Figure 1. M1 wires (run 1).
The bar under the picture is 20 microns long. Cells faint in the background.
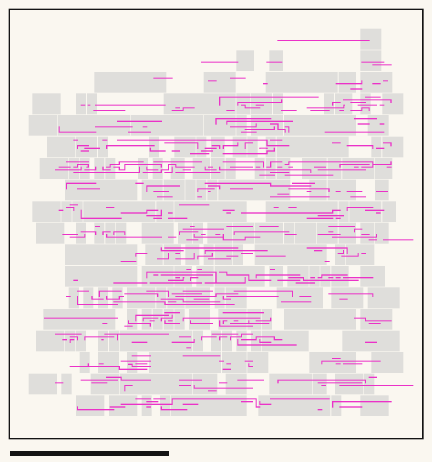
Figure 2. Met2 routing (run 1).
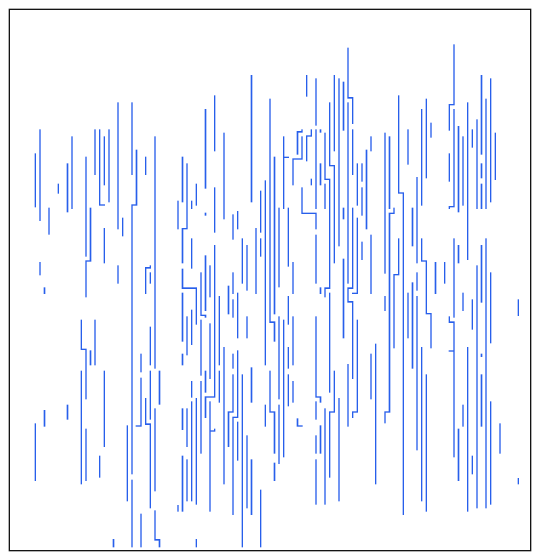
Figure 3. Signal wires on met3 (run 1).
The bar under the picture is 20 microns long.
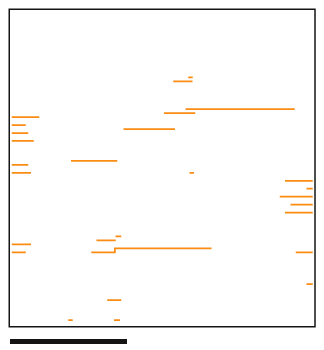
Figure 4. Cell sizes after repair (run 1).
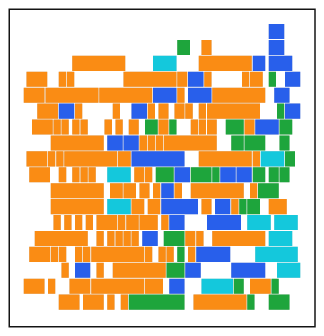
**config.mk**
```make
export PLATFORM = sky130hd
export DESIGN_NAME = light_timer_arbiter
export DESIGN_NICKNAME = d
export VERILOG_FILES = /design/src/rtl/light_timer_arbiter.sv
export SDC_FILE = /design/constraint.sdc
export NUM_CORES = 1
export LEC_CHECK = 0
export ABC_AREA = 1
export CAP_MARGIN = 20
export CORE_AREA = 2 2 50 52
export CTS_CLUSTER_DIAMETER = 50
export DETAILED_ROUTE_END_ITERATION = 6
export DIE_AREA = 0 0 52 54
export PLACE_DENSITY = 0.84
export RECOVER_POWER = 25
export REMOVE_ABC_BUFFERS = 1
export SYNTH_ARGS = -nofsm -noshare
export SYNTH_HDL_FRONTEND = slang
export SYNTH_SLANG_ARGS = --single-unit
```
**constraint.sdc**
```tcl
create_clock -name clk_i -period 1.3 [get_ports clk_i]
set_input_delay 0.195 -clock clk_i [delete_from_list [all_inputs] [get_ports clk_i]]
set_output_delay 0.195 -clock clk_i [all_outputs]
set_load 0.01 [all_outputs]
```
**src/rtl/light_timer_arbiter.sv**
```systemverilog
// Shares one countdown interval timer among N_REQ traffic-light controllers, round-robin.
// Define LIGHT_ARB_FIXED_PRIO_EN for fixed lowest-index-wins arbitration instead.
module light_timer_arbiter #(
  parameter int unsigned N_REQ     = 2,
  parameter int unsigned LEN_W     = 5,
  parameter int unsigned FLICK_WIN = 4,
  localparam int unsigned OwnerW   = (N_REQ > 2) ? $clog2(N_REQ) : 1
) (
  input  logic                   clk_i,
  input  logic                   rst_ni,
  input  logic [N_REQ-1:0]       req_start_i,
  input  logic [N_REQ*LEN_W-1:0] req_length_i,
  output logic [N_REQ-1:0]       req_done_o,
  output logic [N_REQ-1:0]       req_flicker_o,
  output logic [N_REQ-1:0]       pending_o,
  output logic                   busy_o,
  output logic [OwnerW-1:0]      owner_o
);

  typedef enum logic [1:0] {StIdle, StRun, StDone} state_e;

  state_e             state_q, state_d;
  logic [LEN_W-1:0]   count_q, count_d;
  logic [OwnerW-1:0]  owner_q, owner_d;
  logic [N_REQ-1:0]   pending_q, pending_d;
  logic [LEN_W-1:0]   len_q [N_REQ];
  logic [LEN_W-1:0]   len_d [N_REQ];

  logic [OwnerW-1:0]  winner;
  logic               any_pending;
  logic               grant;

  assign any_pending = |pending_q;
  assign grant       = (state_q == StIdle) && any_pending;

`ifdef LIGHT_ARB_FIXED_PRIO_EN
  // Scan downward so the lowest-index pending requester is the last to assign.
  always_comb begin
    winner = '0;
    for (int i = N_REQ - 1; i >= 0; i--) begin
      if (pending_q[i]) winner = OwnerW'(i);
    end
  end
`else
  logic [OwnerW-1:0] rr_ptr_q, rr_ptr_d;
  logic [OwnerW-1:0] cand;
  logic              found;

  // First pending requester at or above rr_ptr_q, wrapping past N_REQ-1.
  always_comb begin
    winner = rr_ptr_q;
    cand   = rr_ptr_q;
    found  = 1'b0;
    for (int k = 0; k < N_REQ; k++) begin
      cand = OwnerW'((int'(rr_ptr_q) + k) % N_REQ);
      if (!found && pending_q[cand]) begin
        winner = cand;
        found  = 1'b1;
      end
    end
  end

  always_comb begin
    rr_ptr_d = rr_ptr_q;
    if (grant) begin
      rr_ptr_d = (int'(winner) == N_REQ - 1) ? '0 : winner + 1'b1;
    end
  end

  always_ff @(posedge clk_i or negedge rst_ni) begin
    if (!rst_ni) rr_ptr_q <= '0;
    else         rr_ptr_q <= rr_ptr_d;
  end
`endif

  // State register
  always_ff @(posedge clk_i or negedge rst_ni) begin
    if (!rst_ni) begin
      state_q   <= StIdle;
      count_q   <= '0;
      owner_q   <= '0;
      pending_q <= '0;
      for (int i = 0; i < N_REQ; i++) len_q[i] <= '0;
    end else begin
      state_q   <= state_d;
      count_q   <= count_d;
      owner_q   <= owner_d;
      pending_q <= pending_d;
      for (int i = 0; i < N_REQ; i++) len_q[i] <= len_d[i];
    end
  end

  // Next-state logic
  always_comb begin
    state_d = state_q;
    unique case (state_q)
      StIdle:  if (any_pending) state_d = StRun;
      StRun:   if (count_q == '0) state_d = StDone;
      StDone:  state_d = StIdle;
      default: state_d = StIdle;
    endcase
  end

  // Datapath: a fresh strobe at the grant edge re-queues with the new length, while the
  // interval being granted still loads the old len_q.
  always_comb begin
    count_d   = count_q;
    owner_d   = owner_q;
    pending_d = pending_q;
    for (int i = 0; i < N_REQ; i++) len_d[i] = len_q[i];

    if (grant) begin
      count_d = len_q[winner];
      owner_d = winner;
    end else if ((state_q == StRun) && (count_q != '0)) begin
      count_d = count_q - 1'b1;
    end

    for (int i = 0; i < N_REQ; i++) begin
      if (req_start_i[i]) begin
        pending_d[i] = 1'b1;
        len_d[i]     = req_length_i[i*LEN_W +: LEN_W];
      end else if (grant && (winner == OwnerW'(i))) begin
        pending_d[i] = 1'b0;
      end
    end
  end

  // Outputs decode registered state only.
  always_comb begin
    req_done_o    = '0;
    req_flicker_o = '0;
    busy_o        = (state_q != StIdle);
    pending_o     = pending_q;
    owner_o       = owner_q;
    if (state_q == StDone) req_done_o[owner_q] = 1'b1;
    if ((state_q == StRun) && (32'(count_q) < FLICK_WIN)) begin
      req_flicker_o[owner_q] = ~count_q[0];
    end
  end

endmodule

```
==> results_tabular.tex, run 1 <==
% Table of physical implementation metrics
\begin{tabular}{lr}
\hline
Metric & Value \\
\hline
\multicolumn{2}{l}{\textbf{Timing}} \\
\quad Final Worst Setup Slack & -0.1491 ns \\
\quad Sum Neg Setup Slack & -0.5546 ns \\
\quad Slew of the pin with the lowest slew margin & 0.5051 ns \\
\quad Setup Viol. Count Final & 6 \\
\quad Setup repair after global routing missed its margin & true \\
\multicolumn{2}{l}{\textbf{Die}} \\
\quad Die H & 54 microns \\
\quad Total core area & 2320 sq um \\
\quad Die area & 2808 sq um \\
\quad Number of tap cells inserted & 30 \\
\multicolumn{2}{l}{\textbf{Synthesis}} \\
\quad Sequential-to-total area share from yosys stat & 49.82\% \\
\quad Yosys synthesis chip area & 1055 sq um \\
\quad Dominant cell by count in the synthesized netlist & sky130\_fd\_sc\_hd\_\_nand2\_1 \\
\quad Simple-gate share of the synthesized area & 37.13\% \\
\quad FF+latch count, synth & 21 \\
\quad Synthesis warning total & 0 \\
\quad Synth Area in XOR/XNOR & 0\% \\
\quad Logic family by area & simple AND/OR/NAND/NOR gates \\
\quad Synth Flop Type & sky130\_fd\_sc\_hd\_\_dfrtp\_1 \\
\quad Tally of unique sky130hd cells used after synthesis & 20 \\
\quad Post-synth EDFFs & 0 \\
\multicolumn{2}{l}{\textbf{Final layout}} \\
\quad Largest cell class & combinational gates \\
\quad Leading cell type in the layout, fill and taps excluded & sky130\_fd\_sc\_hd\_\_nand2\_1 \\
\quad Final non-filler cell area & 1628 sq um \\
\quad Top cells excl fill/tap & 49 x sky130\_fd\_sc\_hd\_\_nand2\_1, 20 x sky130\_fd\_sc\_hd\_\_dfrtp\_1, 16 x sky130\_fd\_sc\_hd\_\_buf\_4, 12 x sky130\_fd\_sc\_hd\_\_clkdlybuf4s50\_1, 9 x sky130\_fd\_sc\_hd\_\_nand3\_1 \\
\quad Flip-flop and latch share of the layout cell area & 32.36\% \\
\quad Largest registers ranked by flip-flop count & len\_q x10, count\_q x5 \\
\quad Sequential Area & 526.8 sq um \\
\quad Count of buffers not belonging to the clock network in the layout & 46 \\
\quad Non-clock buffer contribution to total cell area & 24.98\% \\
\quad Max reg flops & 10 \\
\multicolumn{2}{l}{\textbf{Status}} \\
\quad Failing checks & negative setup slack \\
\quad Status & complete, but fails checks \\
\multicolumn{2}{l}{\textbf{Pwr}} \\
\quad Clk pwr & 0.317 mW \\
\quad Internal & 2.066 mW \\
\quad Static leakage power & 0.8157 nW \\
\multicolumn{2}{l}{\textbf{Worst setup path}} \\
\quad CP Buf/Inv Count & 2 \\
\quad Most repeated library cell on the critical path & sky130\_fd\_sc\_hd\_\_nand2\_2 \\
\quad Startpoint kind of the worst setup timing path & register \\
\quad Critical path depth in cells & 6 \\
\quad Endpoint of the most critical setup path & req\_flicker\_o[0] \\
\multicolumn{2}{l}{\textbf{Drt}} \\
\quad DR iter-0 viols & 11 \\
\quad Met3 routed wirelength & 115 microns \\
\quad Vias per Instance & 5.019 \\
\quad Top sig layer & met4 \\
\quad Detail Route met2 WL & 1462 microns \\
\quad DRC violations left & 0 \\
\multicolumn{2}{l}{\textbf{Global routing}} \\
\quad Global-route wire length before repair & 4443 microns \\
\quad Global route total overflow & 0 \\
\quad Peak-usage layer in the global routing report & met2 \\
\quad Global routing usage summed across all routing layers & 21.58\% \\
\quad Initial antenna violation count & 0 \\
\multicolumn{2}{l}{\textbf{Clocking}} \\
\quad Number of buffers inserted during clock tree synthesis & 3 \\
\quad Max clock buf depth & 2 \\
\multicolumn{2}{l}{\textbf{Place}} \\
\quad Post-Place Cell Area & 1419 sq um \\
\multicolumn{2}{l}{\textbf{Worst hold path}} \\
\quad Hold Crit Class & in -> async \\
\hline
\end{tabular}
-- Figure 1 (at the start) --
longest straight run	18.9 microns
share of all routed wire	39%

-- Figure 2 (at the start) --
longest straight run	32.1 microns
main direction	vertical
Via Count: 1,059
Routed Wire Length: 2692 microns
met2 layer usage reported by global route: 42.41%

-- Figure 3 (at the start) --
nets with wire on the layer	23
main direction	horizontal
share of all routed wire	4.3%

-- Figure 4 (at the start) --
color	size	cells	share	most used
green	x2	28	15%	inv_2
blue	x3 and x4	30	17%	buf_4
orange	x1 and smaller	113	62%	nand2_1
cyan	x6 and larger	10	5.5%	buf_6

[run 1: repair_timing]
| item | in CTS | in global routing |
|---|---|---|
| endpoints found under the setup margin | 14 | 10 |
| pin swaps | 3 | 8 |
| cloned | 1 | 0 |
| setup buffers | 4 | 4 |
| gates resized | 38 | 30 |
[run 1: metrics by stage]
step | total power, mW | worst slack [ns] | util [%] | hold WS [ns]
CTS | 3.255 | -0.1691 | 64.83 | 0.2367
floorplan | 1.999 | 0.1162 | - | -0.1006
global route | 4.009 | -0.2412 | 70.17 | 0.4310
global placement | 2.689 | -0.2328 | 61.17 | 0.4585
detailed placement | 2.772 | -0.3236 | 61.17 | 0.4652
finish | 3.707 | -0.1491 | 70.17 | 0.3830
==> run 1 -> run 2 <==
SKIP_LAST_GASP = 1   (was not set)
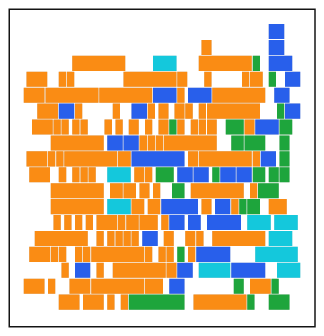
Figure 5: run 2, cell sizes after repair.
color	size	cells	share	most used
blue	x3 and x4	30	17%	buf_4
cyan	x6 and larger	9	5.0%	buf_6
orange	x1 and smaller	117	65%	nand2_1
green	x2	25	14%	inv_2
Final Worst Setup Slack: -0.1472 ns
final non-filler cell area: 1605 sq um
Syn-to-layout area delta: 52.19%
count of buffers not belonging to the clock network in the layout: 46

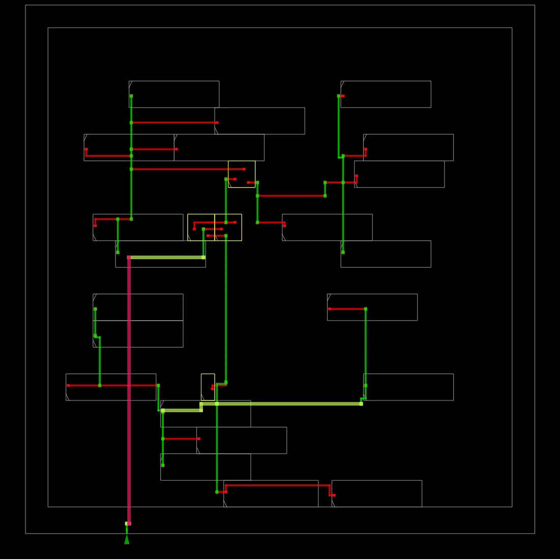
Figure 6: run 2, clock wiring as the flow saved it.
number of sequential storage elements: 21
clk pwr: 0.318 mW
worst clock skew on the final layout: 0.006822 ns
number of buffers inserted during clock tree synthesis: 3

==> run 2 against run 1 <==
The run still ends with negative setup slack left. Synthesized cell count unchanged. Clock power about the same. Utilization down 0.97 points. Sequential power about the same. Count of clock-buffer cells in the layout unchanged. Routed wire length down 0.56%. First-iteration DRC count up 100%. Critical path type unchanged. Highest routed layer unchanged.
==> results_tabular.tex, run 2 <==
% Table of physical implementation metrics
\begin{tabular}{lr}
\hline
Metric & Value \\
\hline
\multicolumn{2}{l}{\textbf{Synthesis}} \\
\quad Tally of unique sky130hd cells used after synthesis & 20 (unchanged) \\
\quad Post-synth EDFFs & 0 (unchanged) \\
\quad Dominant cell by count in the synthesized netlist & sky130\_fd\_sc\_hd\_\_nand2\_1 (unchanged) \\
\quad Synthesis warning total & 0 (unchanged) \\
\quad Sequential-to-total area share from yosys stat & 49.82\% (unchanged) \\
\quad Yosys synthesis chip area & 1055 sq um (unchanged) \\
\quad Synth Flop Type & sky130\_fd\_sc\_hd\_\_dfrtp\_1 (unchanged) \\
\quad Synth Area in XOR/XNOR & 0\% (unchanged) \\
\quad FF+latch count, synth & 21 (unchanged) \\
\quad Simple-gate share of the synthesized area & 37.13\% (unchanged) \\
\quad Post-synthesis compound-gate area fraction & 4.745\% (unchanged) \\
\quad MUX share of area & 0\% (unchanged) \\
\quad Logic family by area & simple AND/OR/NAND/NOR gates (unchanged) \\
\multicolumn{2}{l}{\textbf{Global routing}} \\
\quad Global routing usage summed across all routing layers & 21.58\% (unchanged) \\
\quad Number of global-route vias before repair & 1,070 (unchanged) \\
\quad Initial antenna violation count & 0 (unchanged) \\
\quad Global route total overflow & 0 (unchanged) \\
\quad Largest net degree at the start of global routing & 22 (unchanged) \\
\quad Global-route wire length before repair & 4443 microns (unchanged) \\
\multicolumn{2}{l}{\textbf{Clocking}} \\
\quad Resized Gates After CTS & 36 (was 38) \\
\quad Max clock buf depth & 2 (unchanged) \\
\quad Latest clock arrival within the worst-skew pair & 0.30 ns (about the same) \\
\quad Post-CTS Repair Setup Buffers & 4 (unchanged) \\
\quad Clock tree from TritonCTS & built (unchanged) \\
\quad Root cell of the clock tree & sky130\_fd\_sc\_hd\_\_clkbuf\_4 (unchanged) \\
\multicolumn{2}{l}{\textbf{Drt}} \\
\quad Final antenna-violating net count & 0 (unchanged) \\
\quad Vias per Instance & 5.024 (was 5.019) \\
\quad Routed Wire Length & 2677 microns (was 2692 microns) \\
\quad DR iter-0 viols & 22 (was 11) \\
\quad Via Count & 1,060 (was 1,059) \\
\quad DRC violations left & 0 (unchanged) \\
\multicolumn{2}{l}{\textbf{Final layout}} \\
\quad Top cells excl fill/tap & 50 x sky130\_fd\_sc\_hd\_\_nand2\_1, 20 x sky130\_fd\_sc\_hd\_\_dfrtp\_1, 17 x sky130\_fd\_sc\_hd\_\_buf\_4, 12 x sky130\_fd\_sc\_hd\_\_clkdlybuf4s50\_1, 11 x sky130\_fd\_sc\_hd\_\_nand3\_1 (was 49 x sky130\_fd\_sc\_hd\_\_nand2\_1, 20 x sky130\_fd\_sc\_hd\_\_dfrtp\_1, 16 x sky130\_fd\_sc\_hd\_\_buf\_4, 12 x sky130\_fd\_sc\_hd\_\_clkdlybuf4s50\_1, 9 x sky130\_fd\_sc\_hd\_\_nand3\_1) \\
\quad Fill cells & 181 (was 178) \\
\quad Leading cell type in the layout, fill and taps excluded & sky130\_fd\_sc\_hd\_\_nand2\_1 (unchanged) \\
\quad Fraction of final layout cells with drive strength greater than 1 & 35.36\% (was 37.57\%) \\
\quad Max reg flops & 10 (unchanged) \\
\quad Register containing the most flip-flops in the final layout & len\_q (unchanged) \\
\quad Final nets & 197 (unchanged) \\
\quad Largest registers ranked by flip-flop count & len\_q x10, count\_q x5 (unchanged) \\
\multicolumn{2}{l}{\textbf{Flow run}} \\
\quad Stage-log warning count & 27 (unchanged) \\
\multicolumn{2}{l}{\textbf{Timing}} \\
\quad Highest achievable clock rate & 0.6910 GHz (was 0.6901 GHz) \\
\quad Final Worst Setup Slack & -0.1472 ns (was -0.1491 ns) \\
\quad Setup repair after global routing missed its margin & true (unchanged) \\
\quad Fin Hold WS & 0.3768 ns (was 0.3830 ns) \\
\quad Setup Viol. Count Final & 6 (unchanged) \\
\quad Sum Neg Setup Slack & -0.5529 ns (was -0.5546 ns) \\
\quad Slew of the pin with the lowest slew margin & 0.5014 ns (was 0.5051 ns) \\
\multicolumn{2}{l}{\textbf{Worst setup path}} \\
\quad Critical Path Max Stage Delay & 0.41 ns (about the same) \\
\quad R2r startpoint & state\_q[1] (was state\_q[0]) \\
\quad CP Buf/Inv Count & 2 (unchanged) \\
\quad Endpoint of the most critical setup path & req\_flicker\_o[0] (unchanged) \\
\quad Critical path depth in cells & 6 (unchanged) \\
\quad Worst EP arrival & 1.25 ns (about the same) \\
\quad Most repeated library cell on the critical path & sky130\_fd\_sc\_hd\_\_nand2\_2 (unchanged) \\
\quad Register-to-register path setup slack & -0.01 ns (was 0 ns) \\
\quad Startpoint kind of the worst setup timing path & register (unchanged) \\
\multicolumn{2}{l}{\textbf{Die}} \\
\quad Total core area & 2320 sq um (unchanged) \\
\quad Die H & 54 microns (unchanged) \\
\quad Die area & 2808 sq um (unchanged) \\
\multicolumn{2}{l}{\textbf{Pwr}} \\
\quad Internal & 2.038 mW (was 2.066 mW) \\
\quad Total chip power & 3.657 mW (was 3.707 mW) \\
\quad Highest-power group & combinational cells (unchanged) \\
\quad Static leakage power & 0.8065 nW (was 0.8157 nW) \\
\multicolumn{2}{l}{\textbf{Place}} \\
\quad Post-Place Cell Area & 1419 sq um (unchanged) \\
\quad Pre-CTS setup slack & -0.3236 ns (unchanged) \\
\multicolumn{2}{l}{\textbf{Status}} \\
\quad Status & complete, but fails checks (unchanged) \\
\quad Failing checks & negative setup slack (unchanged) \\
\multicolumn{2}{l}{\textbf{Worst hold path}} \\
\quad Hold Crit Class & in -> async (unchanged) \\
\hline
\end{tabular}
==> run 2: stage by stage <==
stage	utilization, %	cells
detailed placement	61.17	199
finish	69.20	211
global placement	61.17	199
floorplan	-	130
CTS	64.40	208
global route	69.20	211
==> run 2: per-layer routing <==
metal | track usage, % | vias up | share of wire [%]
li1 | - | 521 | -
met2 | 42.41 | 26 | 55
met4 | 7.895 | 0 | 1.9
met3 | 1.944 | 6 | 3.0
met5 | 0 | - | 0
met1 | 23.98 | 507 | 40
==> run 2: layout make-up <==
class,instances,area (sq um),area share [%]
Timing Repair Buffer,46,402.9,25.10
Clock buffer,4,26.28,1.637
Inverter,15,58.81,3.663
Multi-Input combinational cell,95,553.0,34.45
Sequential cell,21,526.8,32.81
Tap cell,30,37.54,2.338
==> run 2 -> run 3 <==
CORE_AREA = 2 2 49 51   (was 2 2 50 52)
CTS_BUF_LIST = sky130_fd_sc_hd__clkbuf_4 sky130_fd_sc_hd__clkbuf_8   (was not set)
DIE_AREA = 0 0 51 53   (was 0 0 52 54)
PLACE_DENSITY = not set   (was 0.84)
PLACE_DENSITY_LB_ADDON = 0.3   (was not set)
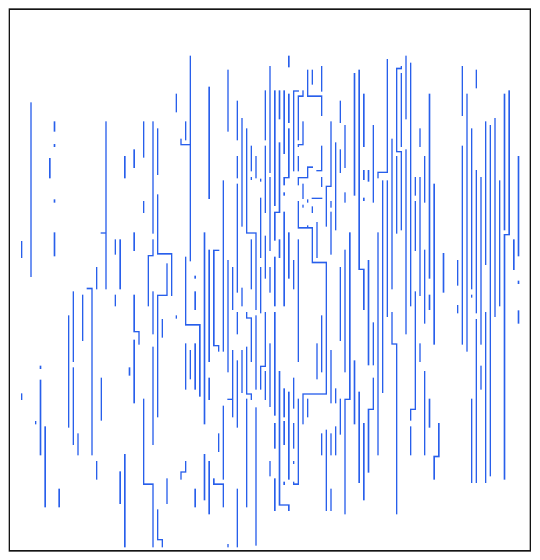
Figure 7: run 3, met2 routing.
longest straight run	34.3 microns
main direction	vertical
share of all routed wire	54%
wire length on this layer	1,590 microns
nets with wire on the layer	171

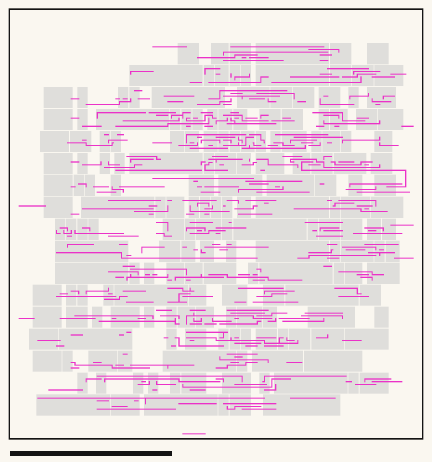
Figure 8: run 3, M1 wires.
The bar under the picture is 20 microns long. Cells faint in the background.
wire length on this layer	1,200 microns
nets with wire on the layer	185
longest straight run	28.1 microns
main direction	horizontal

==> run 3 against run 2 <==
The run still ends with negative setup slack left. Sequential power barely moved. Utilization grew 7.0 points. Global-route usage up 1.2 points. Power up 4.5%.
==> results_tabular.tex, run 3 <==
% Table of physical implementation metrics
\begin{tabular}{lr}
\hline
Metric & Value \\
\hline
\multicolumn{2}{l}{\textbf{Worst setup path}} \\
\quad Register-to-register path setup slack & -0.09 ns (was -0.01 ns) \\
\quad Worst EP arrival & 1.32 ns (was 1.25 ns) \\
\quad CP Buf/Inv Count & 3 (was 2) \\
\quad Most repeated library cell on the critical path & sky130\_fd\_sc\_hd\_\_nand2\_2 (unchanged) \\
\quad Endpoint of the most critical setup path & req\_flicker\_o[1] (was req\_flicker\_o[0]) \\
\quad Critical Path Max Stage Delay & 0.40 ns (was 0.41 ns) \\
\quad Startpoint kind of the worst setup timing path & register (unchanged) \\
\quad R2r startpoint & state\_q[0] (was state\_q[1]) \\
\quad Critical path depth in cells & 6 (unchanged) \\
\multicolumn{2}{l}{\textbf{Synthesis}} \\
\quad Synth Flop Type & sky130\_fd\_sc\_hd\_\_dfrtp\_1 (unchanged) \\
\quad Synthesis warning total & 0 (unchanged) \\
\quad Post-synthesis compound-gate area fraction & 4.745\% (unchanged) \\
\quad Simple-gate share of the synthesized area & 37.13\% (unchanged) \\
\quad Post-synth EDFFs & 0 (unchanged) \\
\quad Tally of unique sky130hd cells used after synthesis & 20 (unchanged) \\
\quad Synth Area in XOR/XNOR & 0\% (unchanged) \\
\multicolumn{2}{l}{\textbf{Global routing}} \\
\quad Global-route wire length before repair & 4422 microns (was 4443 microns) \\
\quad Number of global-route vias before repair & 1,003 (was 1,070) \\
\quad Initial antenna violation count & 0 (unchanged) \\
\quad Global route total overflow & 0 (unchanged) \\
\quad Largest net degree at the start of global routing & 22 (unchanged) \\
\multicolumn{2}{l}{\textbf{Timing}} \\
\quad Setup repair after global routing missed its margin & true (unchanged) \\
\quad Fin Hold WS & 0.3524 ns (was 0.3768 ns) \\
\quad Highest achievable clock rate & 0.6598 GHz (was 0.6910 GHz) \\
\quad Sum Neg Setup Slack & -1.351 ns (was -0.5529 ns) \\
\quad Final Worst Setup Slack & -0.2157 ns (was -0.1472 ns) \\
\quad Setup Viol. Count Final & 11 (was 6) \\
\quad Slew of the pin with the lowest slew margin & 0.5099 ns (was 0.5014 ns) \\
\quad Worst clock skew on the final layout & 0.01060 ns (was 0.006822 ns) \\
\multicolumn{2}{l}{\textbf{Pwr}} \\
\quad Internal & 2.132 mW (was 2.038 mW) \\
\quad Static leakage power & 0.8435 nW (was 0.8065 nW) \\
\quad Clk pwr & 0.325 mW (was 0.318 mW) \\
\quad Highest-power group & combinational cells (unchanged) \\
\quad Total chip power & 3.821 mW (was 3.657 mW) \\
\multicolumn{2}{l}{\textbf{Status}} \\
\quad Status & complete, but fails checks (unchanged) \\
\quad Failing checks & negative setup slack (unchanged) \\
\multicolumn{2}{l}{\textbf{Clocking}} \\
\quad Root cell of the clock tree & sky130\_fd\_sc\_hd\_\_clkbuf\_4 (unchanged) \\
\quad Latest clock arrival within the worst-skew pair & 0.31 ns (was 0.30 ns) \\
\quad Number of buffers inserted during clock tree synthesis & 3 (unchanged) \\
\quad Clock tree from TritonCTS & built (unchanged) \\
\quad Max clock buf depth & 2 (unchanged) \\
\multicolumn{2}{l}{\textbf{Final layout}} \\
\quad Final nets & 205 (was 197) \\
\quad Leading cell type in the layout, fill and taps excluded & sky130\_fd\_sc\_hd\_\_nand2\_1 (unchanged) \\
\quad Clock network area share & 1.681\% (was 1.637\%) \\
\quad Fill cells & 157 (was 181) \\
\quad Sequential Area & 526.8 sq um (unchanged) \\
\quad Register containing the most flip-flops in the final layout & len\_q (unchanged) \\
\quad Largest cell class & combinational gates (unchanged) \\
\quad Logic area & 539.3 sq um (was 553.0 sq um) \\
\quad Final non-filler cell area & 1638 sq um (was 1605 sq um) \\
\quad Flip-flop and latch share of the layout cell area & 32.16\% (was 32.81\%) \\
\quad Max reg flops & 10 (unchanged) \\
\quad Top cells excl fill/tap & 51 x sky130\_fd\_sc\_hd\_\_nand2\_1, 26 x sky130\_fd\_sc\_hd\_\_buf\_4, 20 x sky130\_fd\_sc\_hd\_\_dfrtp\_1, 12 x sky130\_fd\_sc\_hd\_\_clkdlybuf4s50\_1 (was 50 x sky130\_fd\_sc\_hd\_\_nand2\_1, 20 x sky130\_fd\_sc\_hd\_\_dfrtp\_1, 17 x sky130\_fd\_sc\_hd\_\_buf\_4, 12 x sky130\_fd\_sc\_hd\_\_clkdlybuf4s50\_1, 11 x sky130\_fd\_sc\_hd\_\_nand3\_1) \\
\quad Fraction of final layout cells with drive strength greater than 1 & 37.57\% (was 35.36\%) \\
\quad Fin util & 76.24\% (was 69.20\%) \\
\quad Number of non-clock inverters in the layout & 15 (unchanged) \\
\quad Number of sequential storage elements & 21 (unchanged) \\
\multicolumn{2}{l}{\textbf{Place}} \\
\quad Placed insts & 197 (was 199) \\
\quad Post-Place Cell Area & 1416 sq um (was 1419 sq um) \\
\quad Pre-CTS setup slack & -0.3039 ns (was -0.3236 ns) \\
\multicolumn{2}{l}{\textbf{Drt}} \\
\quad Via Count & 1,101 (was 1,060) \\
\quad Final antenna-violating net count & 0 (unchanged) \\
\quad DR iter-0 viols & 18 (was 22) \\
\quad Routed Wire Length & 2942 microns (was 2677 microns) \\
\quad Vias per Instance & 5.074 (was 5.024) \\
\multicolumn{2}{l}{\textbf{Flow run}} \\
\quad Stage-log warning count & 27 (unchanged) \\
\multicolumn{2}{l}{\textbf{Die}} \\
\quad Die area & 2703 sq um (was 2808 sq um) \\
\multicolumn{2}{l}{\textbf{Worst hold path}} \\
\quad Hold Crit Class & in -> async (unchanged) \\
\hline
\end{tabular}
[run 3: netlist changes by cell type in the layout (fill, tap and decap cells not counted), sizes merged]
cell    before  now
buf         29   37
clkbuf       5    4
clkinv       0    1
[run 3: metal layers]
| layer | GRT usage (%) | routed length, microns | vias up |
|---|---|---|---|
| met4 | 9.910 | 45 | 0 |
| met5 | 0 | 0 | - |
| met2 | 42.42 | 1588 | 42 |
| met1 | 25.96 | 1197 | 516 |
| met3 | 2.825 | 110 | 4 |
| li1 | - | - | 539 |
[run 3: timing repair]
item | in CTS | in global routing
setup endpoints to repair | 14 | 12
resized | 32 | 22
pin swaps | 2 | 4
buffers inserted | 11 | 4
cloned | 1 | 0
Power and IR drop assume default switching activity.
